===== src/rtl/fifo_buffer_multi_channel_pkg.sv =====
// Shared constants and width helpers for the multi-channel FIFO.
package fifo_buffer_multi_channel_pkg;

    localparam int DEFAULT_WORD_WIDTH    = 32'sd8;
    localparam int DEFAULT_CHANNEL_COUNT = 32'sd4;
    localparam int DEFAULT_DEPTH         = 32'sd16;

    // Ceiling log2, usable in constant expressions.
    function automatic int clog2(input int value);
        int result;
        result = 32'sd0;
        for (int i = 0; i < 31; i++) begin
            if ((32'sd1 <<< i) < value) begin
                result = i + 32'sd1;
            end else begin
                result = result;
            end
        end
        return result;
    endfunction

    // Occupancy needs one extra bit so a full channel (DEPTH) is representable.
    function automatic int occupancy_width(input int depth);
        return clog2(depth) + 32'sd1;
    endfunction

endpackage


===== src/rtl/fifo_buffer_multi_channel_ram.sv =====
// Simple dual-port RAM, one write port and one registered read port on a
// single clock. Reads return the old contents on a same-address write.
module fifo_buffer_multi_channel_ram #(
    parameter int    WORD_WIDTH = 8,
    parameter int    ADDR_WIDTH = 6,
    parameter string RAMSTYLE   = ""
) (
    input  logic                  clock,
    input  logic                  clear,
    input  logic                  write_enable,
    input  logic [ADDR_WIDTH-1:0] write_addr,
    input  logic [WORD_WIDTH-1:0] write_data,
    input  logic                  read_enable,
    input  logic [ADDR_WIDTH-1:0] read_addr,
    output logic [WORD_WIDTH-1:0] read_data
);

    localparam int WORDS = 32'sd1 <<< ADDR_WIDTH;

    logic [WORD_WIDTH-1:0] mem_word_s;
    logic [WORD_WIDTH-1:0] read_data_r;

    if (RAMSTYLE == "") begin : g_plain
        logic [WORD_WIDTH-1:0] mem_r [WORDS];

        assign mem_word_s = mem_r[read_addr];

        // Storage write port.
        always_ff @(posedge clock) begin
            if (write_enable) begin
                mem_r[write_addr] <= write_data;
            end
        end
    end else begin : g_styled
        (* ramstyle = RAMSTYLE *) logic [WORD_WIDTH-1:0] mem_r [WORDS];

        assign mem_word_s = mem_r[read_addr];

        // Storage write port.
        always_ff @(posedge clock) begin
            if (write_enable) begin
                mem_r[write_addr] <= write_data;
            end
        end
    end

    // Registered read port; holds its word when no read is issued.
    always_ff @(posedge clock or posedge clear) begin
        if (clear) begin
            read_data_r <= '0;
        end else if (read_enable) begin
            read_data_r <= mem_word_s;
        end
    end

    assign read_data = read_data_r;

endmodule


===== src/rtl/fifo_channel_pointers.sv =====
// Pointer bookkeeping for one logical queue: write/read pointers with wrap
// bits, empty/full/occupancy flags and the overwrite-oldest drop.
module fifo_channel_pointers
    import fifo_buffer_multi_channel_pkg::*;
#(
    parameter int   DEPTH      = DEFAULT_DEPTH,
    parameter logic CIRCULAR   = 1'b0,
    localparam int  ADDR_WIDTH = clog2(DEPTH),
    localparam int  OCC_WIDTH  = occupancy_width(DEPTH)
) (
    input  logic                  clock,
    input  logic                  clear,
    input  logic                  insert,
    input  logic                  grant,
    output logic [ADDR_WIDTH-1:0] write_addr,
    output logic [ADDR_WIDTH-1:0] read_addr,
    output logic                  empty,
    output logic                  full,
    output logic [OCC_WIDTH-1:0]  occupancy
);

    // Top bit of each pointer is its wrap bit, so a plain increment wraps
    // the address and toggles the wrap bit together.
    localparam logic [OCC_WIDTH-1:0] PTR_STEP = {{ADDR_WIDTH{1'b0}}, 1'b1};

    logic [OCC_WIDTH-1:0] write_ptr_r;
    logic [OCC_WIDTH-1:0] read_ptr_r;
    logic                 drop_s;

    assign write_addr = write_ptr_r[ADDR_WIDTH-1:0];
    assign read_addr  = read_ptr_r[ADDR_WIDTH-1:0];
    assign empty      = (write_ptr_r == read_ptr_r);
    assign full       = (write_ptr_r[ADDR_WIDTH-1:0] == read_ptr_r[ADDR_WIDTH-1:0]) &&
                        (write_ptr_r[ADDR_WIDTH] != read_ptr_r[ADDR_WIDTH]);
    assign occupancy  = write_ptr_r - read_ptr_r;

    // A full circular channel that is written but not granted loses its
    // oldest word; when granted, the grant itself frees the slot.
    assign drop_s = insert && full && CIRCULAR && !grant;

    // Pointer registers: advance on insert, on grant, or on an overwrite drop.
    always_ff @(posedge clock or posedge clear) begin
        if (clear) begin
            write_ptr_r <= '0;
            read_ptr_r  <= '0;
        end else begin
            if (insert) begin
                write_ptr_r <= write_ptr_r + PTR_STEP;
            end
            if (grant || drop_s) begin
                read_ptr_r <= read_ptr_r + PTR_STEP;
            end
        end
    end

endmodule


===== src/rtl/fifo_buffer_multi_channel.sv =====
// Multi-channel FIFO: CHANNEL_COUNT queues share one RAM, one input port
// selects the channel per word, and a round-robin arbiter feeds one output.
module fifo_buffer_multi_channel
    import fifo_buffer_multi_channel_pkg::*;
#(
    parameter int                        WORD_WIDTH          = DEFAULT_WORD_WIDTH,
    parameter int                        CHANNEL_COUNT       = DEFAULT_CHANNEL_COUNT,
    parameter int                        DEPTH               = DEFAULT_DEPTH,
    parameter string                     RAMSTYLE            = "",
    parameter logic [CHANNEL_COUNT-1:0]  CIRCULAR_BUFFER     = '0,
    localparam int                       ADDR_WIDTH          = clog2(DEPTH),
    localparam int                       CHANNEL_INDEX_WIDTH = clog2(CHANNEL_COUNT),
    localparam int                       OCC_WIDTH           = occupancy_width(DEPTH)
) (
    input  logic                               clock,
    input  logic                               clear,
    input  logic                               input_valid,
    output logic                               input_ready,
    input  logic [CHANNEL_INDEX_WIDTH-1:0]     input_channel,
    input  logic [WORD_WIDTH-1:0]              input_data,
    output logic                               output_valid,
    input  logic                               output_ready,
    output logic [CHANNEL_INDEX_WIDTH-1:0]     output_channel,
    output logic [WORD_WIDTH-1:0]              output_data,
    output logic [CHANNEL_COUNT-1:0]           channel_empty,
    output logic [CHANNEL_COUNT-1:0]           channel_full,
    output logic [CHANNEL_COUNT*OCC_WIDTH-1:0] channel_occupancy
);

    localparam int RAM_ADDR_WIDTH = CHANNEL_INDEX_WIDTH + ADDR_WIDTH;
    localparam logic [CHANNEL_INDEX_WIDTH:0] CHANNEL_LIMIT =
        (CHANNEL_INDEX_WIDTH + 1)'(CHANNEL_COUNT);
    localparam logic [CHANNEL_INDEX_WIDTH-1:0] RESET_GRANT =
        CHANNEL_INDEX_WIDTH'(CHANNEL_COUNT - 1);

    logic [CHANNEL_COUNT-1:0]       insert_s;
    logic [CHANNEL_COUNT-1:0]       grant_vec_s;
    logic [CHANNEL_COUNT-1:0]       empty_s;
    logic [CHANNEL_COUNT-1:0]       full_s;
    logic [OCC_WIDTH-1:0]           occ_s      [CHANNEL_COUNT];
    logic [ADDR_WIDTH-1:0]          wr_addr_s  [CHANNEL_COUNT];
    logic [ADDR_WIDTH-1:0]          rd_addr_s  [CHANNEL_COUNT];
    logic                           ready_s;
    logic                           load_s;
    logic                           grant_found_s;
    logic                           grant_s;
    logic [CHANNEL_INDEX_WIDTH-1:0] grant_ch_s;
    logic [CHANNEL_INDEX_WIDTH-1:0] cand_s;
    logic                           output_valid_r;
    logic [CHANNEL_INDEX_WIDTH-1:0] output_channel_r;
    logic [CHANNEL_INDEX_WIDTH-1:0] last_grant_r;

    // Per-channel pointer state.
    for (genvar c = 0; c < CHANNEL_COUNT; c++) begin : g_channel
        fifo_channel_pointers #(
            .DEPTH    (DEPTH),
            .CIRCULAR (CIRCULAR_BUFFER[c])
        ) u_pointers (
            .clock      (clock),
            .clear      (clear),
            .insert     (insert_s[c]),
            .grant      (grant_vec_s[c]),
            .write_addr (wr_addr_s[c]),
            .read_addr  (rd_addr_s[c]),
            .empty      (empty_s[c]),
            .full       (full_s[c]),
            .occupancy  (occ_s[c])
        );
        assign channel_occupancy[c*OCC_WIDTH +: OCC_WIDTH] = occ_s[c];
    end

    assign channel_empty = empty_s;
    assign channel_full  = full_s;
    assign input_ready   = ready_s;

    // Input decode: ready for a valid, non-full (or circular) channel.
    always_comb begin
        ready_s  = 1'b0;
        insert_s = '0;
        if ({1'b0, input_channel} < CHANNEL_LIMIT) begin
            ready_s = !full_s[input_channel] || CIRCULAR_BUFFER[input_channel];
        end else begin
            ready_s = 1'b0;
        end
        if (input_valid && ready_s) begin
            insert_s[input_channel] = 1'b1;
        end else begin
            insert_s = '0;
        end
    end

    assign load_s = !output_valid_r || output_ready;

    // Round-robin search starting just after the last granted channel.
    always_comb begin
        grant_found_s = 1'b0;
        grant_ch_s    = '0;
        cand_s        = '0;
        for (int i = 1; i <= CHANNEL_COUNT; i++) begin
            cand_s = CHANNEL_INDEX_WIDTH'((int'(last_grant_r) + i) % CHANNEL_COUNT);
            if (!grant_found_s && !empty_s[cand_s]) begin
                grant_found_s = 1'b1;
                grant_ch_s    = cand_s;
            end else begin
                grant_found_s = grant_found_s;
            end
        end
    end

    assign grant_s = load_s && grant_found_s;

    // One-hot grant towards the pointer blocks.
    always_comb begin
        grant_vec_s = '0;
        if (grant_s) begin
            grant_vec_s[grant_ch_s] = 1'b1;
        end else begin
            grant_vec_s = '0;
        end
    end

    // Output handshake state and round-robin history.
    always_ff @(posedge clock or posedge clear) begin
        if (clear) begin
            output_valid_r   <= 1'b0;
            output_channel_r <= '0;
            last_grant_r     <= RESET_GRANT;
        end else if (load_s) begin
            output_valid_r <= grant_found_s;
            if (grant_found_s) begin
                output_channel_r <= grant_ch_s;
                last_grant_r     <= grant_ch_s;
            end
        end
    end

    assign output_valid   = output_valid_r;
    assign output_channel = output_channel_r;

    // Shared storage; its registered read port is the output data register.
    fifo_buffer_multi_channel_ram #(
        .WORD_WIDTH (WORD_WIDTH),
        .ADDR_WIDTH (RAM_ADDR_WIDTH),
        .RAMSTYLE   (RAMSTYLE)
    ) u_ram (
        .clock        (clock),
        .clear        (clear),
        .write_enable (|insert_s),
        .write_addr   ({input_channel, wr_addr_s[input_channel]}),
        .write_data   (input_data),
        .read_enable  (grant_s),
        .read_addr    ({grant_ch_s, rd_addr_s[grant_ch_s]}),
        .read_data    (output_data)
    );

endmodule


===== config.mk =====
export PLATFORM = sky130hd
export DESIGN_NAME = fifo_buffer_multi_channel
export DESIGN_NICKNAME = d
export VERILOG_FILES = /design/src/rtl/fifo_buffer_multi_channel_pkg.sv /design/src/rtl/fifo_buffer_multi_channel_ram.sv /design/src/rtl/fifo_channel_pointers.sv /design/src/rtl/fifo_buffer_multi_channel.sv
export SDC_FILE = /design/constraint.sdc
export NUM_CORES = 1
export LEC_CHECK = 0
export CAP_MARGIN = 25
export CORE_ASPECT_RATIO = 1.75
export CORE_UTILIZATION = 40
export CTS_CLUSTER_DIAMETER = 50
export DETAILED_ROUTE_END_ITERATION = 6
export MAX_ROUTING_LAYER = met4
export PLACE_DENSITY = 0.67
export SETUP_SLACK_MARGIN = 0.02
export SYNTH_ARGS = -nofsm -noshare
export SYNTH_HDL_FRONTEND = slang
export SYNTH_SLANG_ARGS = --single-unit

===== constraint.sdc =====
create_clock -name clock -period 7.5 [get_ports clock]
set_clock_uncertainty 0.15 [all_clocks]
set_input_delay 1.5 -clock clock [delete_from_list [all_inputs] [get_ports clock]]
set_output_delay 1.5 -clock clock [all_outputs]
set_load 0.005 [all_outputs]

==> metrics.yaml, run 1 <==
die:
  fp-utilization: 0.405
  fp.dieW_um: 187
synth:
  adder_share: 0.0159
  ys_top_logic_family: "multiplexers"
  edf_count: 512
  netlist.top_cell.by_area: "edfxtp_1"
  ys_sh_mux: 0.107
  ys_seq_frac: 0.699
global_routing:
  globalRouteMet2Util: 0.366
  grt_util_met3: 0.0268
  top_usage_layer: "met2"
routing:
  postRouteAntennaNets: 0
  wl_met2_um: 32300
finish:
  sh_comb_area: 0.248
  largestClassByArea: "sequential cells"
  seq_cells: 565
  nonClkBufAreaFrac: 0.0265
  nFillCells: 5216
  diodes: 0
clock_tree:
  post-cts-setup-buffers: 0
  cts_root_buf: "clkbuf_16"
  numCtsBuffers: 49
sta:
  final_hold_viol_count: 0
  fin_crit_sh: 0.791
  maxSlewViolCount: 0
job:
  cap_violations: 0
worst_setup_path:
  r2r_end: "u_ram.read_data[6]"
  slowest_stage: "nand2_4"
  rr_startpoint: "g_channel[0].u_pointers.read_ptr_r[1]"
  endpoint_kind: "flip-flop"
outcome:
  status: "finished, final reports clean"
placed_design:
  dp_hpwl_um: 40300
==> run 1: cells in the final DEF (no fill, tap or decap), types with 10 or more instances in the layout <==
master | synthesis | final
a2111oi_0 | 14 | 14
a21boi_0 | 22 | 22
a21oi_1 | 34 | 34
a311o_1 | 14 | 14
buf_4 | 20 | 18
clkbuf_16 | 0 | 50
clkdlybuf4s50_1 | 0 | 45
clkinv_1 | 0 | 10
dfrtp_1 | 51 | 51
edfxtp_1 | 512 | 512
ha_1 | 24 | 24
inv_1 | 42 | 41
mux2_2 | 47 | 47
mux2i_1 | 195 | 195
nand2_1 | 147 | 146
nand3_1 | 40 | 40
nand4_1 | 18 | 18
nor2_1 | 95 | 95
nor4_1 | 16 | 16
o21ai_0 | 23 | 23
o21ai_1 | 11 | 11
o22ai_1 | 57 | 57
xnor2_1 | 39 | 39
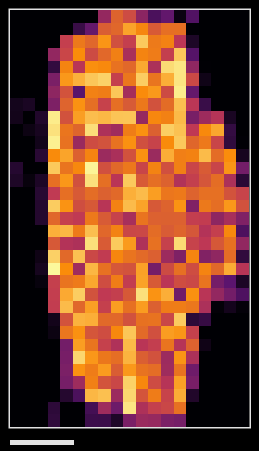
run_1/density.png
Scale bar: 50 um. The die is cut into 19 by 33 equal tiles; black is low, pale yellow is high, 0 to 100% covered.
The mean over all tiles is 42%. The fullest tile reaches 99%. 27% of the tiles are nearly empty.

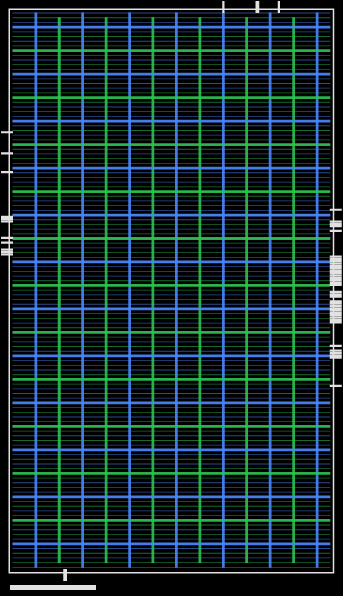
run_1/pdn.png
Scale bar: 50 um. Pins as bars on the die edge.
Green stands for VDD. Blue stands for VSS.
23 straps on met5. The core has 118 rows. 54 signal pins sit on the boundary.

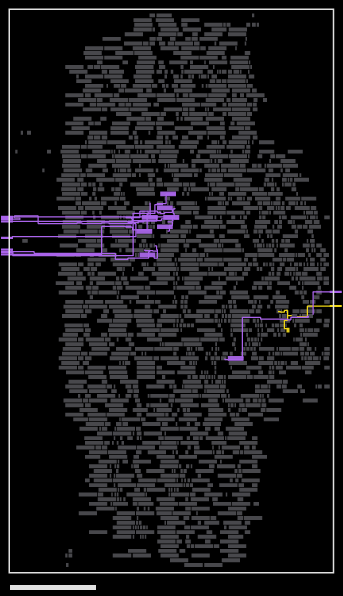
run_1/port_nets.png
Scale bar: 50 um.
Yellow stands for input_ready, bits 1, direction output, edge right, end cells 1, buffers 1, wire 50.2 um. Purple stands for output_data, bits 8, direction output, edge 7 left, 1 right, end cells 8, buffers 8, wire 910 um.
Port Buffers: 53
io pins: 54

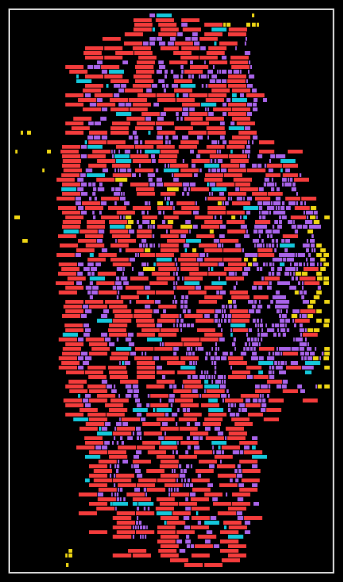
run_1/cell_classes.png
Cyan stands for clock drivers and dummy loads, cells 87. Yellow stands for other buffers and delay cells, cells 75. Red stands for flops, cells 565. Purple stands for all other logic, cells 950.
Design Area, Final: 26,600 um2
Util after Layout: 0.451
Core Rows: 118
flop share of the area: 0.627

run_1/final_congestion.png
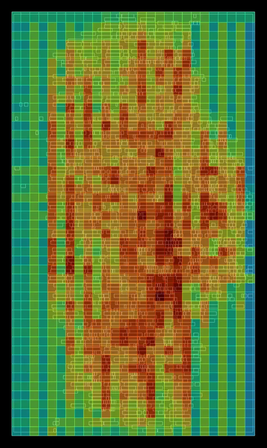

==> run 1 -> run 2 <==
==> constraint.sdc (replaced) <==
create_clock -name clock -period 5.5 [get_ports clock]
set_clock_uncertainty 0.15 [all_clocks]
set_input_delay 1.1 -clock clock [delete_from_list [all_inputs] [get_ports clock]]
set_output_delay 1.1 -clock clock [all_outputs]
set_load 0.005 [all_outputs]
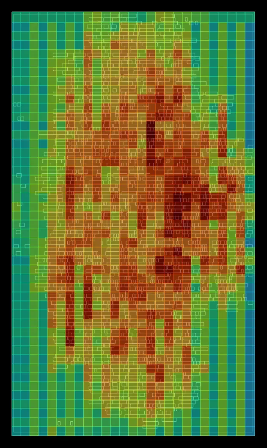
run_2/final_congestion.png
global routing's busiest layer: met2
met1 GRT Util: 0.225
Util after Layout: 0.464

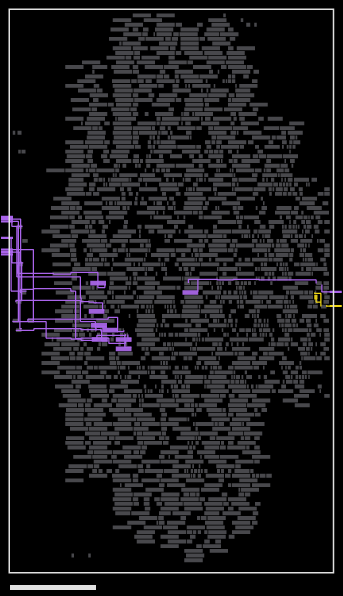
run_2/port_nets.png
Scale bar: 50 um.
Yellow stands for input_ready, bits 1, direction output, edge right, end cells 1, buffers 1, wire 19.5 um. Purple stands for output_data, bits 8, direction output, edge 7 left, 1 right, end cells 8, buffers 8, wire 945 um.

==> run 2 against run 1 <==
Compared with the run above: final cell count increased by 3.5%; area after synthesis is the same; flip-flop count unchanged; routed wire length increased by 4.4%; fmax up 14%; core utilization rose by 1.3 points; count of clock-buffer cells in the layout rose by 6; non-clock buffer count increased by 77; synthesized cell count unchanged; critical path type unchanged; highest routed layer unchanged.
==> metrics.yaml, run 2 <==
sta:
  maxSlewViolCount: 0
  setup_violations: 0
  fin_crit_sh: 0.951
  final_hold_viol_count: 0
synth:
  topCellsByArea: "edfxtp_1 (64%), mux2i_1 (8.2%), dfrtp_1 (5.3%)"
  netlist.top_cell.by_area: "edfxtp_1"
  async_flop_share: 0.0938
  ys_seq_frac: 0.699
  edf_count: 512
  syn-instance-count: 1590
clock_tree:
  post-cts-setup-buffers: 0
  numCtsBuffers: 50
  cts_sinks: 565
  cts_root_buf: "clkbuf_16"
  holdBufCountCts: 0
  cts_tree: "yes"
worst_setup_path:
  r2r_end: "u_ram.read_data[4]"
  cp.depth: 14
  worstPathCellList: "inv_1, ha_1, and4_1, nand2_1, a21oi_2, o21a_1, nand3_2, and2_2, buf_4, a2111oi_0, a311o_1, o22ai_1, o21ai_0, a31oi_1"
  rr_startpoint: "g_channel[0].u_pointers.read_ptr_r[1]"
  worstPathRequired_ns: 5.80
  slowest_stage: "a2111oi_0"
outcome:
  status: "finished, final reports clean"
job:
  cap_violations: 0
die:
  rows: 118
  design.portCount: 54
  design.core.area_um2: 59100
  fp-utilization: 0.405
  fp.dieW_um: 187
global_routing:
  grt_util_met3: 0.0284
  antenna_found_initial: 1
  globalRouteMet2Util: 0.377
routing:
  viasPerCell: 5.55
  postRouteAntennaNets: 0
  wl_met2_um: 33200
finish:
  final_layout_top_logic_cells: "edfxtp_1 (512), mux2i_1 (195), nand2_1 (146)"
  layout_top_cell: "edfxtp_1"
  nFillCells: 5141
  final_area_um2: 27400
min_path:
  hold_end: "g_channel[0].u_pointers.read_ptr_r[4]"
placed_design:
  dp_hpwl_um: 43500
  io_buffers: 53
## run 2: cell counts after synthesis
Identical to the previous run, type by type.
## run 2: logic make-up (layout without fill, tap and decap cells)
kind of cell | Yosys count | in the layout | share of synthesized area
buffers and inverters | 118 | 289 | 0.0257
xor gates and xnor gates | 48 | 48 | 0.0179
AOI/OAI and AO/OA | 232 | 232 | 0.0699
other | 0 | 1 | 0
muxes | 245 | 245 | 0.107
and+or+nand+nor | 354 | 354 | 0.0655
DFF | 565 | 565 | 0.699
adders and majority gates | 28 | 28 | 0.0159
## run 2: cell type report
class | instances | area share
clock inverter | 32 | 0.0114
clock buffer | 62 | 0.0496
multi-input combinational | 907 | 0.241
timing repair buffer | 152 | 0.0473
antenna | 1 | 0.0000912
tap | 780 | 0.0356
inverter | 43 | 0.00588
sequential | 565 | 0.609
